**config.mk**
```make
export PLATFORM = sky130hd
export DESIGN_NAME = arith_pipeline
export DESIGN_NICKNAME = d
export VERILOG_FILES = /design/src/rtl/arith_pipeline.sv
export SDC_FILE = /design/constraint.sdc
export NUM_CORES = 1
export LEC_CHECK = 0
export CAP_MARGIN = 20
export CELL_PAD_IN_SITES_DETAIL_PLACEMENT = 2
export CELL_PAD_IN_SITES_GLOBAL_PLACEMENT = 2
export CORE_MARGIN = 2
export CORE_UTILIZATION = 30
export CTS_CLUSTER_DIAMETER = 60
export CTS_CLUSTER_SIZE = 20
export DETAILED_ROUTE_END_ITERATION = 16
export GPL_TIMING_DRIVEN = 0
export PLACE_DENSITY_LB_ADDON = 0.1
export SETUP_SLACK_MARGIN = 0.4
export SYNTH_ARGS = -nofsm -noshare
export SYNTH_HDL_FRONTEND = slang
export SYNTH_SLANG_ARGS = --single-unit
```
**constraint.sdc**
```tcl
create_clock -name clk -period 6.5 [get_ports clk]
set_clock_uncertainty 0.15 [all_clocks]
set_input_delay 0.975 -clock clk [delete_from_list [all_inputs] [get_ports clk]]
set_output_delay 0.975 -clock clk [all_outputs]
set_load 0.02 [all_outputs]
```
**src/rtl/arith_pipeline.sv**
```systemverilog
// arith_pipeline: three-stage pipelined datapath computing
//   F = ((A + B) + (C - D)) * D, all arithmetic modulo 2^N.
// A new operand set is accepted every clock and its result appears on F
// three rising edges later. There is no handshake and no stall. F_valid
// marks results that come only from operands sampled after reset.
module arith_pipeline #(
    parameter int N = 10
) (
    input  logic         clk,
    input  logic         rst,
    input  logic [N-1:0] A,
    input  logic [N-1:0] B,
    input  logic [N-1:0] C,
    input  logic [N-1:0] D,
    output logic [N-1:0] F,
    output logic         F_valid
);

    // Stage 1 registers: partial sums, plus D carried along with its operand set
    logic [N-1:0] s1_x1_r;
    logic [N-1:0] s1_x2_r;
    logic [N-1:0] s1_d_r;

    // Stage 2 registers: combined sum, plus D still aligned with its set
    logic [N-1:0] s2_x3_r;
    logic [N-1:0] s2_d_r;

    // Stage 3 register: the result driven straight onto F
    logic [N-1:0] f_r;

    // Valid shift chain: one bit per stage, filled with 1s after reset
    logic [2:0]   valid_r;

    // Truncated product for stage 3; only the low N bits are ever kept
    logic [N-1:0] prod_s;

    // Stage 1: first add and the wrapping subtract, plus the D delay
    always_ff @(posedge clk) begin
        if (rst) begin
            s1_x1_r <= '0;
            s1_x2_r <= '0;
            s1_d_r  <= '0;
        end else begin
            s1_x1_r <= A + B;
            s1_x2_r <= C - D;
            s1_d_r  <= D;
        end
    end

    // Stage 2: combine the two partial results and keep D aligned
    always_ff @(posedge clk) begin
        if (rst) begin
            s2_x3_r <= '0;
            s2_d_r  <= '0;
        end else begin
            s2_x3_r <= s1_x1_r + s1_x2_r;
            s2_d_r  <= s1_d_r;
        end
    end

    // N x N multiply whose result is kept to N bits (mod 2^N)
    always_comb begin
        prod_s = s2_x3_r * s2_d_r;
    end

    // Stage 3: register the truncated product as the output result
    always_ff @(posedge clk) begin
        if (rst) begin
            f_r <= '0;
        end else begin
            f_r <= prod_s;
        end
    end

    // Valid chain: F_valid rises on the third edge after reset release
    always_ff @(posedge clk) begin
        if (rst) begin
            valid_r <= 3'b000;
        end else begin
            valid_r <= {valid_r[1:0], 1'b1};
        end
    end

    assign F       = f_r;
    assign F_valid = valid_r[2];

endmodule

```
==> run_1/met3.png <==
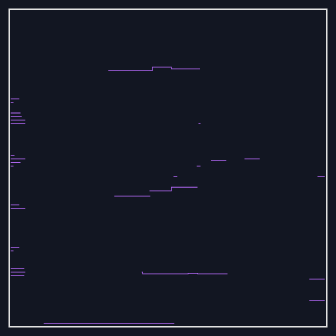
main direction: horizontal
wire length on this layer: 240 µm
longest straight run: 49.9 µm
share of all routed wire: 2.3%

==> run_1/port_nets.png <==
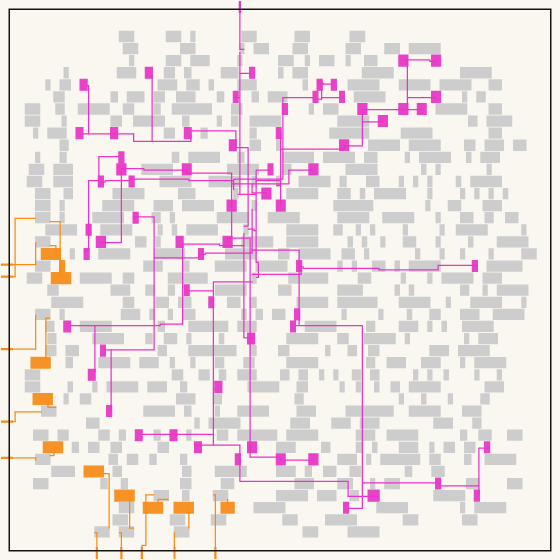
legend:
  A:
    colour: orange
    direction: input
    edge: 5 left, 5 bottom
    end_cells: 11
    buffers: 10
    wire: 166 µm
  rst:
    colour: magenta
    direction: input
    edge: top
    end_cells: 63
    buffers: 7
    wire: 1030 µm

==> run_1/density.png <==
12 x 12 tiles, from black (low) to pale yellow (high), 0 to 100% covered.
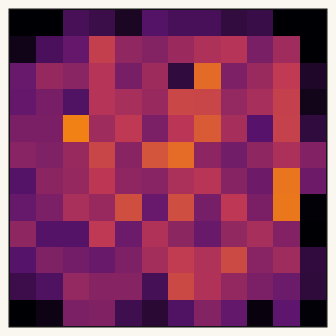
densest ninth of the die: centre
fullest tile: 71%
nearly empty tiles: 6.2%
mean over tiles: 34%

==> results_dict.tcl, run 1 <==
# metrics dict for downstream scripts
set metrics [dict create \
    ir_drop_uv 134 \
    met2_length_um 5700 \
    met3_length_um 240 \
    relSlewSlack_pct 56.4 \
    dominant_cells "logic gates" \
    met2_usage_pct 29.4 \
    tns_ns 0 \
    grt_pass1_wl_um 17700 \
    status "finished, final reports clean" \
    netlist_instances 456 \
    hold_depth 1 \
    h-tree-depth 3 \
    top_layer_used "met4" \
    seq_cells 63 \
    cp_num_cells 16 \
    routed_wl_um 10600 \
    async_reset_ff_share_pct 0 \
    ff_type "dfxtp_1" \
    r2r-start "s2_d_r[2]$_SDFF_PP0_" \
    post_cts_buffers 0 \
    finalNetCount 636 \
    n_antenna_cell 0 \
    crit_start "s2_d_r[2]$_SDFF_PP0_" \
    reg2reg_depth 16 \
    signal_buffers 59 \
]
==> run 2: changes to the inputs <==
- clock period: 6.5 -> 4.1 ns (I/O delays scaled with it)
==> run 2 against run 1 <==
- the flow now finishes with violations (setup timing)
- highest routed layer unchanged
- die area unchanged
- combinational power rose by 77%
- largest cell class unchanged
- design area up 4.2%
- routed wire length rose by 5.7%
- worst hold slack got worse by 0.0029 ns
- synthesized cell count is the same
==> results_dict.tcl, run 2 <==
# metrics dict for downstream scripts
set metrics [dict create \
    avgViaCountPerCell 4.58 \
    failed_checks "setup timing" \
    setup_violations 1 \
    r2r-start "s2_d_r[1]$_SDFF_PP0_" \
    finalNetCount 645 \
    top_layer_used "met4" \
    first_pass_iters 4 \
    met2_length_um 5920 \
    hold_depth 1 \
    crit_start "s2_d_r[1]$_SDFF_PP0_" \
    cp_num_cells 16 \
    relSlewSlack_pct 57.1 \
    routed_wl_um 11200 \
    h-tree-depth 3 \
    met3_length_um 228 \
    tns_ns -0.385 \
    netlist_instances 456 \
    setup_ws_ns -0.385 \
    signal_buffers 68 \
    n_antenna_cell 0 \
    io_pins 53 \
    grt_pass1_wl_um 18700 \
    ir_drop_uv 222 \
    async_reset_ff_share_pct 0 \
    post_cts_buffers 8 \
    status "finished, violations left" \
    reg2reg_depth 16 \
]
==> run_2/port_nets.png <==
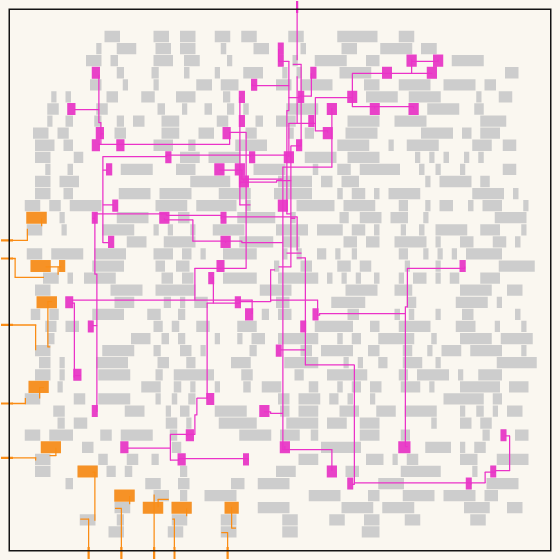
legend:
  rst:
    colour: magenta
    direction: input
    edge: top
    end_cells: 63
    buffers: 7
    wire: 1060 µm
  A:
    colour: orange
    direction: input
    edge: 5 left, 5 bottom
    end_cells: 11
    buffers: 10
    wire: 130 µm

==> run_2/wire_density.png <==
24 x 24 tiles, from black (low) to pale yellow (high), scaled to the fullest tile. Values are wire area over tile area, all layers added.
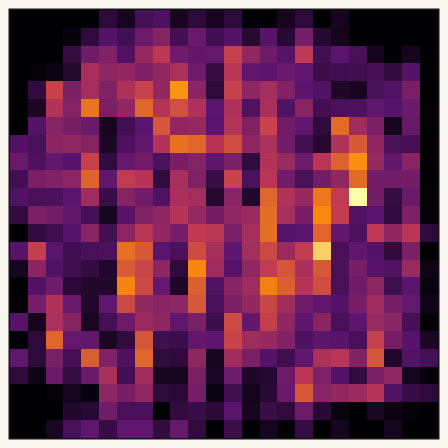
densest ninth of the die: centre
mean over tiles: 0.12
fullest tile: 0.43
tiles over half the peak: 11%

==> run 3: changes to the inputs <==
- clock period: 4.1 -> 5.73 ns (I/O delays scaled with it)
==> run 3 against run 2 <==
- the run now ends clean
- synthesized area unchanged
- critical path depth unchanged
- worst setup slack improved by 1.3 ns
- combinational power decreased by 36%
- sequential cell count unchanged
- sequential share of layout area increased by 0.49 points
- register-to-register slack improved by 1.3 ns
- sequential power decreased by 28%
- cell count decreased by 1.3%
- largest power group unchanged
- non-clock buffer count decreased by 9
- via count decreased by 0.74%
- die area unchanged
==> results_dict.tcl, run 3 <==
# metrics dict for downstream scripts
set metrics [dict create \
    timing.final.crit_share_pct 83.8 \
    finalHoldViolCount 0 \
    signal_buffers 59 \
    netlist_instances 456 \
    grt_max_degree 12 \
    edf_count 0 \
    path_buffers 4 \
    met3_length_um 240 \
    seq_cells 63 \
    first_pass_iters 4 \
    relSlewSlack_pct 56.4 \
    taps 176 \
    reg2reg_depth 16 \
    dominant_cells "logic gates" \
    n_antenna_cell 0 \
    tns_ns 0 \
    crit_path_max_incr_delay_ns 0.53 \
    r2r-start "s2_d_r[2]$_SDFF_PP0_" \
    post_cts_buffers 0 \
    crit_fanout 8 \
    crit_start "s2_d_r[2]$_SDFF_PP0_" \
    status "finished, final reports clean" \
    p_comb_w 0.000301 \
    cpMostUsedCell "fa_1" \
    setup_ws_ns 0.927 \
    io_pins 53 \
    met2_usage_pct 29.4 \
    grt_pass1_wl_um 17700 \
    yosys_area_um2 4150 \
    top_layer_used "met4" \
    power.internal_w 0.00101 \
    finalNetCount 636 \
    met2_length_um 5700 \
    die-area_um2 14800 \
    h-tree-depth 3 \
    ir_drop_uv 152 \
    hold_depth 1 \
    comb_share_pct 50.8 \
    ff_type "dfxtp_1" \
    setup_violations 0 \
    cp_num_cells 16 \
]
==> run_3/met3.png <==
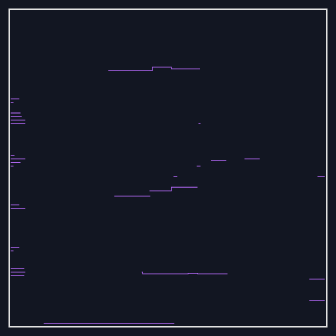
met3 Track Usage GR: 3.23%
Total Wirelength: 10600 µm

==> run_3/wire_density.png <==
24 x 24 tiles, from black (low) to pale yellow (high), scaled to the fullest tile. Values are wire area over tile area, all layers added.
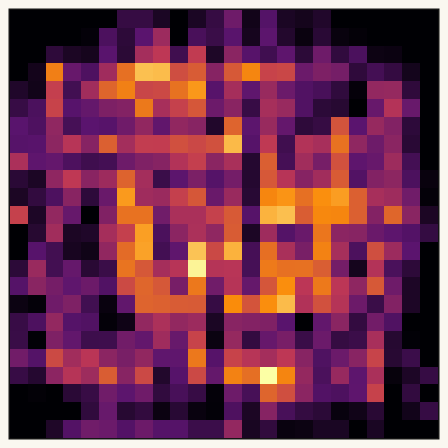
tiles over half the peak: 20%
mean over tiles: 0.11
fullest tile: 0.36
nearly empty tiles: 13%

Power is estimated from default activity; no workload was simulated.
